===== src/rtl/serrecv.sv =====
// Serial frame receiver: hunts for sfs, verifies frame spacing, then deserializes each
// locked frame into WORD_W-bit words with a one-cycle valid strobe and framing-error counting.
module serrecv #(
  parameter int unsigned FRAME_BITS  = 256,
  parameter int unsigned WORD_W      = 32,
  parameter int unsigned LOCK_FRAMES = 2
) (
  input  logic                                  sclk,
  input  logic                                  rstn,
  input  logic                                  enable,
  input  logic                                  sdata,
  input  logic                                  sfs,
  input  logic                                  err_clr,
  output logic [WORD_W-1:0]                     word_out,
  output logic                                  word_valid,
  output logic [$clog2(FRAME_BITS/WORD_W)-1:0]  word_idx,
  output logic                                  locked,
  output logic                                  frame_err,
  output logic [7:0]                            err_count
);

  localparam int unsigned CntW = $clog2(FRAME_BITS);
  localparam int unsigned SubW = $clog2(WORD_W);
  localparam int unsigned IdxW = $clog2(FRAME_BITS / WORD_W);

  typedef enum logic [1:0] {StHunt, StVerify, StLocked} state_e;

  state_e            state_q, state_d;
  logic [CntW-1:0]   bit_cnt_q, bit_cnt_d;
  logic [3:0]        good_cnt_q, good_cnt_d;
  logic [WORD_W-1:0] shreg_q, shreg_d;
  logic [WORD_W-1:0] word_q, word_d;
  logic              valid_q, valid_d;
  logic              ferr_q, ferr_d;
  logic [IdxW-1:0]   idx_q, idx_d;
  logic [7:0]        errc_q, errc_d;

  logic              at_exp;
  logic              word_end;
  logic [CntW-1:0]   bit_inc;
  logic [3:0]        good_inc;
  logic [WORD_W-1:0] shifted;

  // bit_cnt holds the frame position of the bit about to be sampled; zero means sfs is due.
  assign at_exp   = (bit_cnt_q == '0);
  assign word_end = (bit_cnt_q[SubW-1:0] == SubW'(WORD_W - 1));
  assign bit_inc  = bit_cnt_q + 1'b1;
  assign good_inc = good_cnt_q + 4'd1;
  assign shifted  = {shreg_q[WORD_W-2:0], sdata};

  always_comb begin
    state_d    = state_q;
    bit_cnt_d  = bit_cnt_q;
    good_cnt_d = good_cnt_q;
    shreg_d    = shreg_q;
    word_d     = word_q;
    idx_d      = idx_q;
    errc_d     = errc_q;
    valid_d    = 1'b0;
    ferr_d     = 1'b0;

    if (enable) begin
      unique case (state_q)
        StHunt: begin
          if (sfs) begin
            bit_cnt_d  = CntW'(1);
            good_cnt_d = '0;
            state_d    = StVerify;
          end
        end

        StVerify: begin
          bit_cnt_d = bit_inc;
          if (at_exp && sfs) begin
            good_cnt_d = good_inc;
            if (good_inc == 4'(LOCK_FRAMES)) begin
              // The locking sfs bit is bit 0 of the first delivered frame.
              state_d = StLocked;
              shreg_d = shifted;
            end
          end else if (sfs) begin
            ferr_d     = 1'b1;
            bit_cnt_d  = CntW'(1);
            good_cnt_d = '0;
          end else if (at_exp) begin
            ferr_d    = 1'b1;
            bit_cnt_d = '0;
            state_d   = StHunt;
          end
        end

        StLocked: begin
          if (at_exp && !sfs) begin
            ferr_d    = 1'b1;
            bit_cnt_d = '0;
            state_d   = StHunt;
          end else if (!at_exp && sfs) begin
            ferr_d     = 1'b1;
            bit_cnt_d  = CntW'(1);
            good_cnt_d = '0;
            state_d    = StVerify;
          end else begin
            bit_cnt_d = bit_inc;
            shreg_d   = shifted;
            if (word_end) begin
              word_d  = shifted;
              valid_d = 1'b1;
              idx_d   = bit_cnt_q[CntW-1:SubW];
            end
          end
        end

        default: begin
          state_d   = StHunt;
          bit_cnt_d = '0;
        end
      endcase

      if (err_clr) begin
        errc_d = '0;
      end else if (ferr_d && (errc_q != 8'hFF)) begin
        errc_d = errc_q + 8'd1;
      end
    end
  end

  always_ff @(posedge sclk or negedge rstn) begin
    if (!rstn) begin
      state_q    <= StHunt;
      bit_cnt_q  <= '0;
      good_cnt_q <= '0;
      shreg_q    <= '0;
      word_q     <= '0;
      valid_q    <= 1'b0;
      ferr_q     <= 1'b0;
      idx_q      <= '0;
      errc_q     <= '0;
    end else begin
      state_q    <= state_d;
      bit_cnt_q  <= bit_cnt_d;
      good_cnt_q <= good_cnt_d;
      shreg_q    <= shreg_d;
      word_q     <= word_d;
      valid_q    <= valid_d;
      ferr_q     <= ferr_d;
      idx_q      <= idx_d;
      errc_q     <= errc_d;
    end
  end

  assign word_out   = word_q;
  assign word_valid = valid_q;
  assign word_idx   = idx_q;
  assign locked     = (state_q == StLocked);
  assign frame_err  = ferr_q;
  assign err_count  = errc_q;

endmodule


===== config.mk =====
export PLATFORM = sky130hd
export DESIGN_NAME = serrecv
export DESIGN_NICKNAME = d
export VERILOG_FILES = /design/src/rtl/serrecv.sv
export SDC_FILE = /design/constraint.sdc
export NUM_CORES = 1
export LEC_CHECK = 0
export CAP_MARGIN = 15
export CELL_PAD_IN_SITES_DETAIL_PLACEMENT = 1
export CELL_PAD_IN_SITES_GLOBAL_PLACEMENT = 2
export CORE_ASPECT_RATIO = 1.5
export CORE_UTILIZATION = 40
export DETAILED_ROUTE_END_ITERATION = 6
export GPL_ROUTABILITY_DRIVEN = 0
export PLACE_DENSITY_LB_ADDON = 0.08
export SLEW_MARGIN = 20
export SYNTH_ARGS = -nofsm -noshare
export SYNTH_HDL_FRONTEND = slang
export SYNTH_SLANG_ARGS = --single-unit

===== constraint.sdc =====
create_clock -name sclk -period 4 [get_ports sclk]
set_input_delay 1 -clock sclk [delete_from_list [all_inputs] [get_ports sclk]]
set_output_delay 1 -clock sclk [all_outputs]
set_load 0.03 [all_outputs]

==> changes_impl.md, run 1 <==
### Metrics

- Cell family with most CP delay: buffers and inverters
- Pin count of the biggest net entering global routing: 51
- Worst-Margin Slew: 657.6 ps
- Tool warnings: 35
- Initial DRT Pass Iterations: 7
- Clock network share of area: 0.05940
- Area share, top type: 0.5455
- Synth area leader: dfrtp_1
- Grt met2 use: 0.3145
- Comb gate area: roughly 1800 µm²
- Root Buffer: clkbuf_16
- Most frequent cells after synthesis: dfrtp_1, mux2_2, nand2_1
- Comb area leader: multiplexers
- Internal power: 1.747 mW
- Avg Inst Size Synth: 12.59 µm²
- TAP cells: 117
- Tcrit/Tclk final: 0.7682
- Async set-reset flop share out of synthesis: 1.000
- EDFF count, synth: 0
- Final Hold Viols: 0
- Slew HR: 0.5616
- Critical Path Max Stage Delay: ~690 ps
- Yosys top cell by instances: dfrtp_1
- AND-OR/OR-AND share of the synthesized area: 0.07818
- Max Used Layer: met4
- Most common reg cell: dfrtp_1
- Most frequent cells in the layout: dfrtp_1, mux2_2, clkdlybuf4s50_1, nand2_1, ha_1
- Crit path max fanout: 31
- Ys Warns: 0
- Setup TNS: 0 ps
- WS Path Type: primary input to register
- Status: finished, violations left
- Non-clock buffer total of the final layout: 57
- Top cells, area: dfrtp_1, mux2_2, ha_1
- Crit path capture: shreg_q[15]
- Post-Syn Area: 4129 µm²
- DPL Wire Length: 5997 µm
- Max-slew violation count: 0
- Worst EP arrival: 3300 ps
- Leading power group: sequential cells
- Hold buffer count at CTS: 0
- Sw Ratio: 0.3174
- Period minus WS final: 3073 ps
- Fin Hold WS: 504.6 ps
- Seq. pwr: 1.07 mW
- Post-Synth Adder-Cell Area: 0.04545
- Failing checks: DRC
- Gate Count Post-Synth: 328
- Cts repair resizes: 0
- Comb area share: 0.3471
- Yosys cell count: 328
- Mi-comb count: roughly 220
- Hold Path Cell Cnt: 1
- Combinational Power: around 630 µW
- Buffering overhead: 0.1114
- Crit path required time: 4230 ps
- Sequential power share: 0.418
- R2R setup slack: 1310 ps
- Die Wd: 84.96 µm
- Metal3 WL: 290 µm
- Synth cell types: 46
- XOR-XNOR Cells, Area Fraction: 0.01485
- RSZ-0062 raised after global routing: no
- Endpoint, Worst Hold: word_out[24]
- Final WS setup: 927.0 ps
- Initial antenna violation count: 0
- Drt drc: 4
- Pwr Density: 504.1 nW/µm²
- Worst VDD drop: 0.2382 mV
- Area grow syn2layout: 22.94%
- M1 wire length: 3676 µm
- Skew final: about 5.4 ps
- Crit-path slowest cell: clkdlybuf4s50_1
- Number of DRC markers in iteration 0: 55
- Sw Pwr: ~810 µW
- CP bufs+invs: 3
- YS chip area: between 4000 and 5000 µm²
- Clock sinks: 90
- Max reg flops: 32
- Share of post-route cells with drive strength above 1: 0.2506
- Register area share after synthesis: 0.5455
- CP Launch Type: primary input
- N_diodes: 0
- DP Area: 4775 µm²
Run 1, placed cells, one colour a class:
Scale: 3 px per µm. Fill, decap, tap and diode cells in grey.
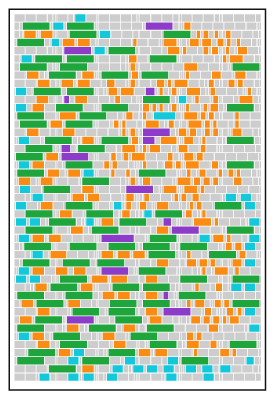
Cyan is other buffers and delay cells, cells 57, share of their area 11%. Orange is all other logic, cells 228, share of their area 37%. Green is flops, cells 90, share of their area 46%. Purple is clock drivers and dummy loads, cells 16, share of their area 6.1%.
Final Cell Area: 5076 µm²
Seq area share: 0.4437
Post-Route Utilization: 0.5037
FP Rows: 45
Core ar.: 10080 µm²

Run 1, the clock network:
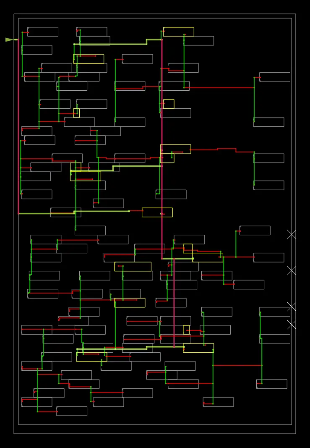
registers: 90
layout clock buffer count: 9
Clock Latency Late Sink: 340 ps
Clk. pwr: 860 µW
total CTS buffers: 9

Run 1, clock distribution:
Scale: 4 px per µm.
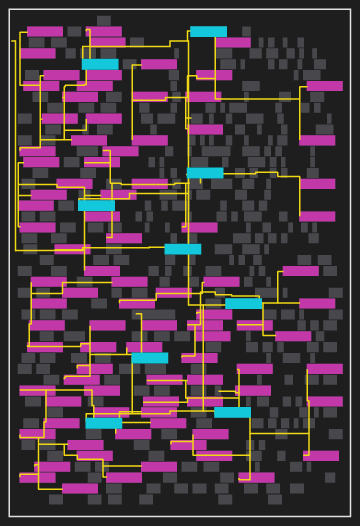
Cyan is cells driving clock nets, count 9. Magenta is flip-flops, count 90. Yellow is clock wires, length 1180 µm.
There are 10 routed clock nets. Position of the flops: all over the die.

Run 1, cell density map:
Scale: 2 px per µm. The die is cut into 8 by 13 equal tiles; black is low, pale yellow is high, 0 to 100% covered.
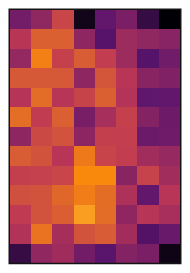
1.0% of the tiles are over 75% full. The fullest tile reaches 79%. 1.0% of the tiles are nearly empty. The emptiest ninth of the die: top right. The mean over all tiles is 46%.
fp_density: 0.4097

==> run 2, diff against run 1 <==
Settings changed: CORE_UTILIZATION 40 to 38.
Clock period 4 ns to 3.13 ns, I/O delays scaled along.
Run 2, placed cells, one colour a class:
Scale: 3 px per µm. Fill, decap, tap and diode cells in grey.
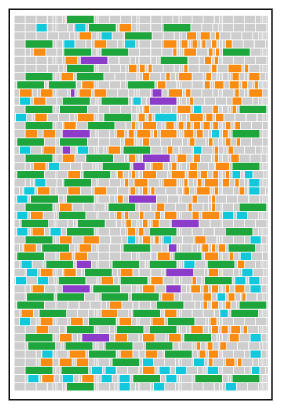
Orange is all other logic, cells 228, share of their area 37%. Green is flops, cells 90, share of their area 45%. Cyan is other buffers and delay cells, cells 62, share of their area 12%. Purple is clock drivers and dummy loads, cells 16, share of their area 5.9%.
Final Cell Area: 5137 µm²
Post-Route Utilization: 0.4851
Seq area share: 0.4384
Core ar.: 10590 µm²
FP Rows: 46

Run 2, the clock network:
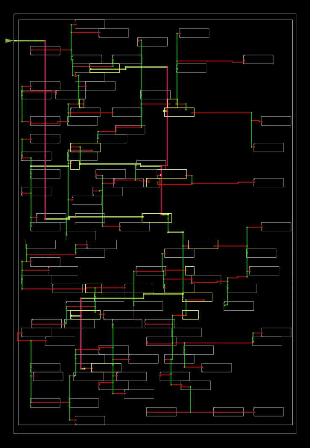
clock sinks: 90
layout clock buffer count: 12
Clk. pwr: 1.05 mW
skew final: 7.939 ps

Run 2, clock distribution:
Scale: 4 px per µm.
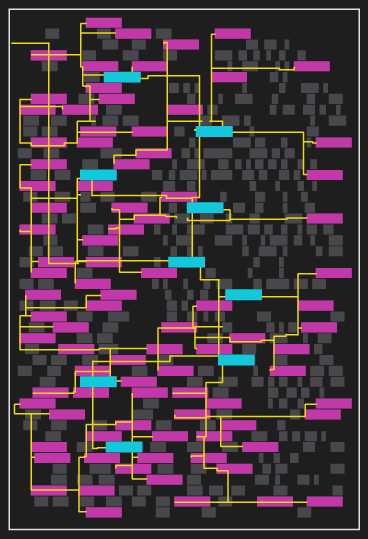
Magenta is flip-flops, count 90. Cyan is cells driving clock nets, count 9. Yellow is clock wires, length 1230 µm.
Position of the flops: all over the die.
Clk pwr share: 0.323

==> run 2 against run 1 <==
Final area up 1.2%; total power up 27%; highest routed layer unchanged; sequential share of layout area down 0.53 points; hold slack better by 0.67 ps; core utilization down 1.9 points; synthesized cell count unchanged; via count up 0.66%; clock power up about 20%; sequential power up 28%; the run now ends clean; clock skew up 2.5 ps; routed wire length up 2.4%; count of clock-buffer cells in the layout up 3.
==> changes_impl.md, run 2 <==
### Metrics

- Seq. pwr: 1.37 mW (+28%)
- Avg Inst Size Synth: 12.59 µm² (unchanged)
- Tool warnings: 35 (unchanged)
- WS Path Type: register to output port
- YS chip area: 4129 µm² (unchanged)
- Most frequent cells after synthesis: dfrtp_1, mux2_2, nand2_1
- DP Area: 4846 µm² (+1.5%)
- Die Wd: 87.11 µm (+2.5%)
- Simple Share, Synth: 0.09667
- Registers: 90 (unchanged)
- Top cells, area: dfrtp_1, mux2_2, ha_1
- Final Hold Viols: 0 (unchanged)
- Clock Latency Late Sink: 340 ps (about the same)
- Sequential power share: 0.421 (+0.003)
- Endpoint, Worst Hold: word_out[29]
- Setup TNS: 0 ps (unchanged)
- AND-OR/OR-AND share of the synthesized area: 0.07818 (unchanged)
- N_diodes: 0 (unchanged)
- CP bufs+invs: 2 (-1)
- R2R setup slack: 500 ps (-810 ps)
- Total CTS buffers: 9 (unchanged)
- Fp_density: 0.3899 (-0.01980)
- Non-clock buffer total of the final layout: 62 (+8.8%)
- Area grow syn2layout: 24.42%
- EDFF count, synth: 0 (unchanged)
- XOR-XNOR Cells, Area Fraction: 0.01485 (unchanged)
- Pin count of the biggest net entering global routing: 64 (+25%)
- Sw Ratio: 0.3191 (+0.001774)
- Max-slew violation count: 0 (unchanged)
- Worst EP arrival: 1930 ps (-1370 ps)
- Number of DRC markers in iteration 0: 66 (+20%)
- Post-Syn Area: 4129 µm² (unchanged)
- M1 wire length: 3934 µm (+7.0%)
- Pleak: ~2.5 nW
- Hold Path Cell Cnt: 1 (unchanged)
- Cell depth of the worst setup path: 3
- Crit path required time: 2350 ps (-1880 ps)
- DPL Wire Length: 6122 µm (+2.1%)
- Internal power: 2.211 mW (+27%)
- Metal3 WL: 299 µm (+3.1%)
- Async set-reset flop share out of synthesis: 1.000 (unchanged)
- Tcrit/Tclk final: 0.8654
- Clock network share of area: 0.05675 (-0.002657)
- PortBufs: roughly 50
- Most common reg cell: dfrtp_1
- Cell family with most CP delay: buffers and inverters
- Initial antenna violation count: 0 (unchanged)
- Crit path max fanout: 8 (-74%)
- Slew HR: 0.4713 (-0.09032)
- Synth area leader: dfrtp_1
- Gate Count Post-Synth: 328 (unchanged)
- Mi-comb count: 215 (unchanged)
- Largest class: sequential cells
- Power Total: 3.248 mW
- Share of post-route cells with drive strength above 1: 0.2576 (+0.006936)
- Hold buffer count at CTS: 0 (unchanged)
- Area share, top type: 0.5455 (unchanged)
- Comb area leader: multiplexers
- TAP cells: 144 (+23%)
- Drt drc: 0 (-4)
- Max Used Layer: met4
- RSZ-0062 raised after global routing: no
- Status: finished, final reports clean
- Filler cells: 1132
- Non-clk invs: 13
- Worst VDD drop: 0.2823 mV (+19%)
- Pwr Density: 632.2 nW/µm² (+25%)
- Yosys cell count: 328 (unchanged)
- Comb gate area: 1762 µm² (unchanged)
- Grt met2 use: 0.2895 (-0.02503)
- Sw Pwr: 1.037 mW (+28%)
- Crit path capture: locked
- Initial DRT Pass Iterations: 4 (-3)
- Yosys top cell by instances: dfrtp_1
- Fin Hold WS: 505.2 ps (+0.6680 ps)
- Post-Synth Adder-Cell Area: 0.04545 (unchanged)
- Met2 wire len: 4486 µm
- Max reg flops: 32 (unchanged)
- Combinational Power: 832 µW (+32%)
- Final WS setup: 421.3 ps (-505.8 ps)
- Ys Warns: 0 (unchanged)
- Crit-path slowest cell: clkdlybuf4s50_1
- CP Launch Type: register
- Comb area share: 0.3429 (-0.004142)
- WL final: 8887 µm
- Period minus WS final: between 2000 and 3000 ps
- Buffering overhead: 0.1174 (+0.005977)
- Vias in the first global route: between 2000 and 3000
- Root Buffer: clkbuf_16
- Cts repair resizes: 0 (unchanged)
- Synth cell types: 46 (unchanged)
- Critical Path Max Stage Delay: 740 ps (+50 ps)
- Worst-Margin Slew: 793.1 ps (+135.5 ps)
- Register area share after synthesis: 0.5455 (unchanged)
- Most frequent cells in the layout: dfrtp_1, mux2_2, clkdlybuf4s50_1, nand2_1, ha_1
Power and IR drop assume default switching activity.
